Gate-type map:
Drawn at 4 px/µm.
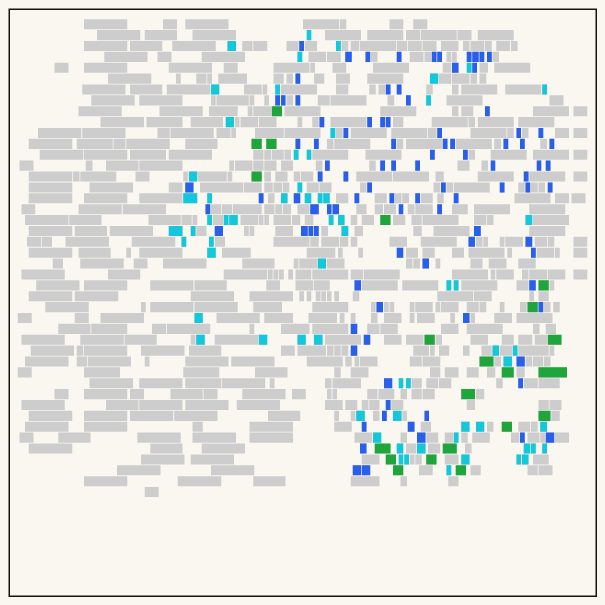
Layout detail:
Region (58, 29) to (88, 59) µm. Cells in gray, sequential cells in the stronger gray; small squares are vias.
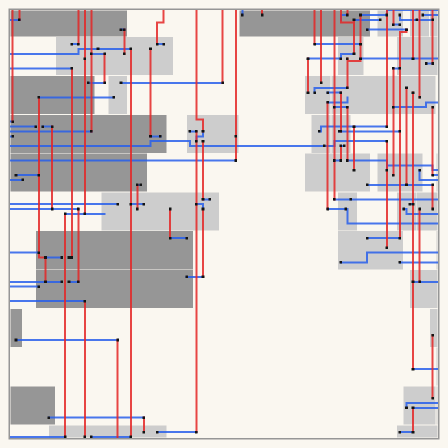
Metal 4:
Drawn at 3 px/µm. Supply wires on this layer in gray.
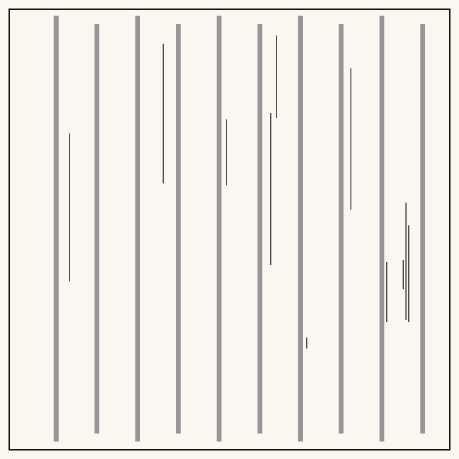
Routed metal per tile:
Drawn at 2 px/µm. 29 x 29 tiles, from white (low) to dark blue (high), scaled to the fullest tile. Values are wire area over tile area, all layers added.
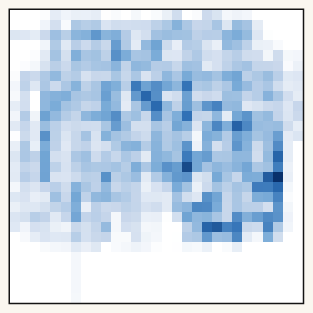
**config.mk**
```make
export PLATFORM = sky130hd
export DESIGN_NAME = adc_avg_filter
export DESIGN_NICKNAME = d
export VERILOG_FILES = /design/src/rtl/adc_avg_filter.sv
export SDC_FILE = /design/constraint.sdc
export NUM_CORES = 1
export LEC_CHECK = 0
export CORE_MARGIN = 1.5
export CORE_UTILIZATION = 40
export DETAILED_ROUTE_END_ITERATION = 16
export SETUP_SLACK_MARGIN = 0.05
export SLEW_MARGIN = 20
export SYNTH_ARGS = -nofsm -noshare
export SYNTH_HDL_FRONTEND = slang
export SYNTH_SLANG_ARGS = --single-unit
```
**constraint.sdc**
```tcl
create_clock -name sclk -period 5.46 [get_ports sclk]
set_clock_uncertainty 0.15 [all_clocks]
set_input_delay 1.092 -clock sclk [delete_from_list [all_inputs] [get_ports sclk]]
set_output_delay 1.092 -clock sclk [all_outputs]
set_load 0.005 [all_outputs]
```
**src/rtl/adc_avg_filter.sv**
```systemverilog
// Power-of-two moving average over ADC receiver samples, with a registered
// average output, a valid pulse once the window is full, and a deadband change tick.
module adc_avg_filter #(
  parameter int unsigned DW            = 12,
  parameter int unsigned LOG2_DEPTH    = 3,
  parameter int unsigned DEADBAND      = 4,
  parameter int unsigned DISCARD_FIRST = 1
) (
  input  logic                  sclk,
  input  logic                  rst,
  input  logic                  rx_done_tick,
  input  logic [DW-1:0]         adc_data,
  input  logic                  enable,
  input  logic                  clear,
  output logic [DW-1:0]         avg_out,
  output logic                  avg_valid,
  output logic                  filled,
  output logic                  change_tick,
  output logic [LOG2_DEPTH:0]   sample_cnt
);

  localparam int unsigned DEPTH = 1 << LOG2_DEPTH;
  localparam int unsigned AW    = DW + LOG2_DEPTH;
  localparam int unsigned CW    = LOG2_DEPTH + 1;
  localparam int unsigned DW1   = DW + 1;

  logic [DW-1:0]         ring_mem [DEPTH];
  logic [LOG2_DEPTH-1:0] wr_ptr;
  logic [AW-1:0]         acc;
  logic [DW-1:0]         last_reported;
  logic                  first_seen;
  logic                  reported;
  logic                  upd_pend;

  logic                  cap_c;
  logic                  discard_c;
  logic                  write_c;
  logic [DW-1:0]         old_c;
  logic [AW-1:0]         acc_next_c;
  logic [CW-1:0]         cnt_next_c;
  logic [DW-1:0]         avg_new_c;
  logic [DW:0]           diff_c;
  logic                  exceed_c;

  // Capture qualification, evicted-sample lookup and deadband compare
  always_comb begin
    cap_c      = rx_done_tick & enable & ~clear;
    discard_c  = cap_c & (DISCARD_FIRST != 0) & ~first_seen;
    write_c    = cap_c & ~discard_c;
    old_c      = filled ? ring_mem[wr_ptr] : '0;
    acc_next_c = acc + AW'(adc_data) - AW'(old_c);
    cnt_next_c = (sample_cnt == CW'(DEPTH)) ? sample_cnt : sample_cnt + 1'b1;
    avg_new_c  = DW'(acc >> LOG2_DEPTH);
    if ({1'b0, avg_new_c} >= {1'b0, last_reported})
      diff_c = {1'b0, avg_new_c} - {1'b0, last_reported};
    else
      diff_c = {1'b0, last_reported} - {1'b0, avg_new_c};
    exceed_c = diff_c > DW1'(DEADBAND);
  end

  // Sample storage; never read before written, so no reset needed
  always_ff @(posedge sclk) begin
    if (write_c)
      ring_mem[wr_ptr] <= adc_data;
  end

  always_ff @(posedge sclk or posedge rst) begin
    if (rst) begin
      avg_out       <= '0;
      avg_valid     <= 1'b0;
      change_tick   <= 1'b0;
      filled        <= 1'b0;
      sample_cnt    <= '0;
      wr_ptr        <= '0;
      acc           <= '0;
      last_reported <= '0;
      first_seen    <= 1'b0;
      reported      <= 1'b0;
      upd_pend      <= 1'b0;
    end else if (clear) begin
      avg_out       <= '0;
      avg_valid     <= 1'b0;
      change_tick   <= 1'b0;
      filled        <= 1'b0;
      sample_cnt    <= '0;
      wr_ptr        <= '0;
      acc           <= '0;
      last_reported <= '0;
      first_seen    <= 1'b0;
      reported      <= 1'b0;
      upd_pend      <= 1'b0;
    end else begin
      avg_valid   <= 1'b0;
      change_tick <= 1'b0;
      upd_pend    <= write_c;
      if (discard_c)
        first_seen <= 1'b1;
      if (write_c) begin
        acc        <= acc_next_c;
        wr_ptr     <= wr_ptr + 1'b1;
        sample_cnt <= cnt_next_c;
        filled     <= (cnt_next_c == CW'(DEPTH));
      end
      // Output stage sees the accumulator as left by the previous capture
      if (upd_pend && filled) begin
        avg_out   <= avg_new_c;
        avg_valid <= 1'b1;
        if (!reported || exceed_c) begin
          change_tick   <= 1'b1;
          last_reported <= avg_new_c;
          reported      <= 1'b1;
        end
      end
    end
  end

endmodule
```
==> impl_metrics.py <==
# Synthesis and PnR figures
metrics = {
    "logic_synthesis": {
        "yosysChipArea_mm2": 0.00822,
        "ys_seq_share_pct": 50.9,
        "ys_seq_elements": 148,
        "syn-cell-area_mm2": 0.00822,
        "syn_avg_cell_area_um2": 11.6,
        "fp_nets": 784,
        "aoi_share_pct": 12.1,
        "synthArstFlopShare_pct": 35.1,
        "yosys_cells": 711,
        "yosys.area.top_type": "edfxtp_1",
        "synth.distinct_cells": 57,
        "mux_share_pct": 9.04,
        "ys.warnings.count": 0,
        "netlist_top_cells_count": "96 x edfxtp_1, 70 x inv_1, 69 x nand2_1, 54 x a21oi_1, 52 x dfrtp_1",
        "flop_cell": "edfxtp_1",
    },
    "global_route": {
        "gr-usage-all-layers_pct": 18.3,
        "grt_pass1_vias": 5630,
        "grt-ovfl-total": 0,
    },
    "placed_design": {
        "placed_cells": 997,
        "place_congestion": 0.853,
        "portBuffers": 35,
        "dpl.hpwl_um": 13000,
        "dpl_cell_area_mm2": 0.00888,
    },
    "timing": {
        "min_period_ns": 4.52,
        "fmax_mhz": 221,
        "tns_ns": 0,
        "setup_viol": 0,
        "worstMarginPinSlew_ns": 0.941,
        "rsz0062_at_grt": "no",
        "fin_ws_ns": 0.937,
        "hold_violations": 0,
    },
    "pwr": {
        "total_power_w": 0.00263,
        "leakage_nw": 3.57,
        "p_comb_share_pct": 10.7,
        "p_int_w": 0.00196,
        "swShare_pct": 25.5,
        "power.density_mw_per_mm2": 278,
        "pwr-share-clk_pct": 43.3,
    },
    "clock_tree": {
        "cts_root_buf": "clkbuf_16",
        "h-tree-depth": 4,
        "hold_buffers": 0,
        "numCtsBuffers": 17,
        "post_cts_buffers": 0,
        "clock_path_buffers": 2,
    },
    "critical_path": {
        "worstPathRequired_ns": 5.66,
        "cp-startpoint": "wr_ptr[0]",
        "end_kind": "register",
        "reg2regPathDepth": 17,
        "r2r_end": "acc[14]",
        "critPathKind": "register to register",
        "startpoint_type": "register",
        "critical_path.endpoint": "acc[14]",
        "rr_startpoint": "wr_ptr[0]",
    },
    "floorplan": {
        "fp_util_pct": 40.8,
        "coreArea_mm2": 0.0202,
        "die_w_um": 146,
    },
    "min_path": {
        "min_to": "avg_out[11]",
        "hp-class": "register to register",
    },
    "drt": {
        "firstDrtPassIters": 6,
        "route.detailed.drc": 0,
        "first_iter_violations": 338,
        "vias_per_cell": 5.37,
    },
    "final_layout": {
        "n_antenna_cell": 0,
        "nNetsFinal": 819,
        "drive_gt1_share_pct": 12.9,
        "area_delta_synth_final_pct": 15.1,
        "fin_area_mm2": 0.00946,
    },
    "flow_run": {
        "warning_count": 39,
        "cap_viol_max_count": 0,
    },
    "outcome": {
        "status": "completed",
    },
}
Back to the opening pictures, 'gate-type map':
cyan -> nor cells  # cells 65
blue -> nand cells  # cells 98
green -> non-inverting ao/oa cells  # cells 21
Commonest Layout Cell: edfxtp_1
Comb/total area: 38.6%

Back to the opening pictures, 'layout detail':
blue -> metal 1
red -> metal 2
most frequent = inv_1 (6), edfxtp_1 (6)
sequential cells in the window = 7
cells with their middle in the window = 26
netlist names of flops here include = ring_mem (6), last_reported (1)

Back to the opening pictures, 'metal 4':
main direction = vertical
longest straight run = 50.3 µm
routed vias: 5530
Routed WL: 18700 µm

Back to the opening pictures, 'routed metal per tile':
nearly empty tiles = 25%
tiles over half the peak = 9.8%
mean over tiles = 0.13
fullest tile = 0.58

==> critical path, cell delays in order (launching register included) <==
cell      delay (ns)
dfrtp_1         0.54
buf_4           0.37
mux4_2          0.56
mux2i_1         0.14
nor2b_1         0.06
ha_1            0.26
inv_1           0.04
ha_1            0.20
fa_1            0.42
a211oi_1        0.38
o21ai_0         0.21
nand4_1         0.12
nand3_1         0.09
o211ai_1        0.15
o21ai_0         0.16
xnor2_1         0.15
or3_1           0.31
a21oi_1         0.15
==> layout make-up <==
class / count / area [µm²] / area share [%]
sequential: 148 / 4180 / 44.2
multi-input combinational: 460 / 3650 / 38.6
timing repair buffer: 49 / 450 / 4.76
clock buffer: 17 / 425 / 4.50
tap: 270 / 338 / 3.57
inverter: 70 / 264 / 2.79
clock inverter: 15 / 148 / 1.56
==> cells by family after synthesis <==
| kind of cell | after synthesis |
|---|---|
| AND-OR/OR-AND | 150 |
| XOR/XNOR | 22 |
| adder cells (fa/ha/maj) | 56 |
| buffers and inverters | 103 |
| flip-flops | 148 |
| multiplexers | 44 |
| AND/OR/NAND/NOR | 188 |
==> flip-flops by register name (all words and copies together), names as in the netlist, 3 cells and up <==
name / cells
wr_ptr: 3
sample_cnt: 4
acc: 15
avg_out: 12
ring_mem: 96
last_reported: 12
==> routing by layer <==
metal / part of all wire, % / vias to the layer above / track usage [%]
li1: - / 2615 / -
met3: 2.9 / 26 / 2.91
met1: 47 / 2763 / 24.8
met4: 1.8 / 0 / 6.41
met2: 49 / 126 / 30.0
met5: 0 / - / 0
==> power groups by stage <==
stage	Clock, W	Sequential (W)	Combinational [W]
after global routing	0.00120	0.00121	0.000317
after CTS	0.00116	0.00121	0.000283
after global placement	0	0.00123	0.000275
after floorplan	0	0.00123	0.000210
final	0.00114	0.00121	0.000283
after detailed placement	0	0.00123	0.000282
Power figures rest on the tool's default switching activity, not on a simulated workload.
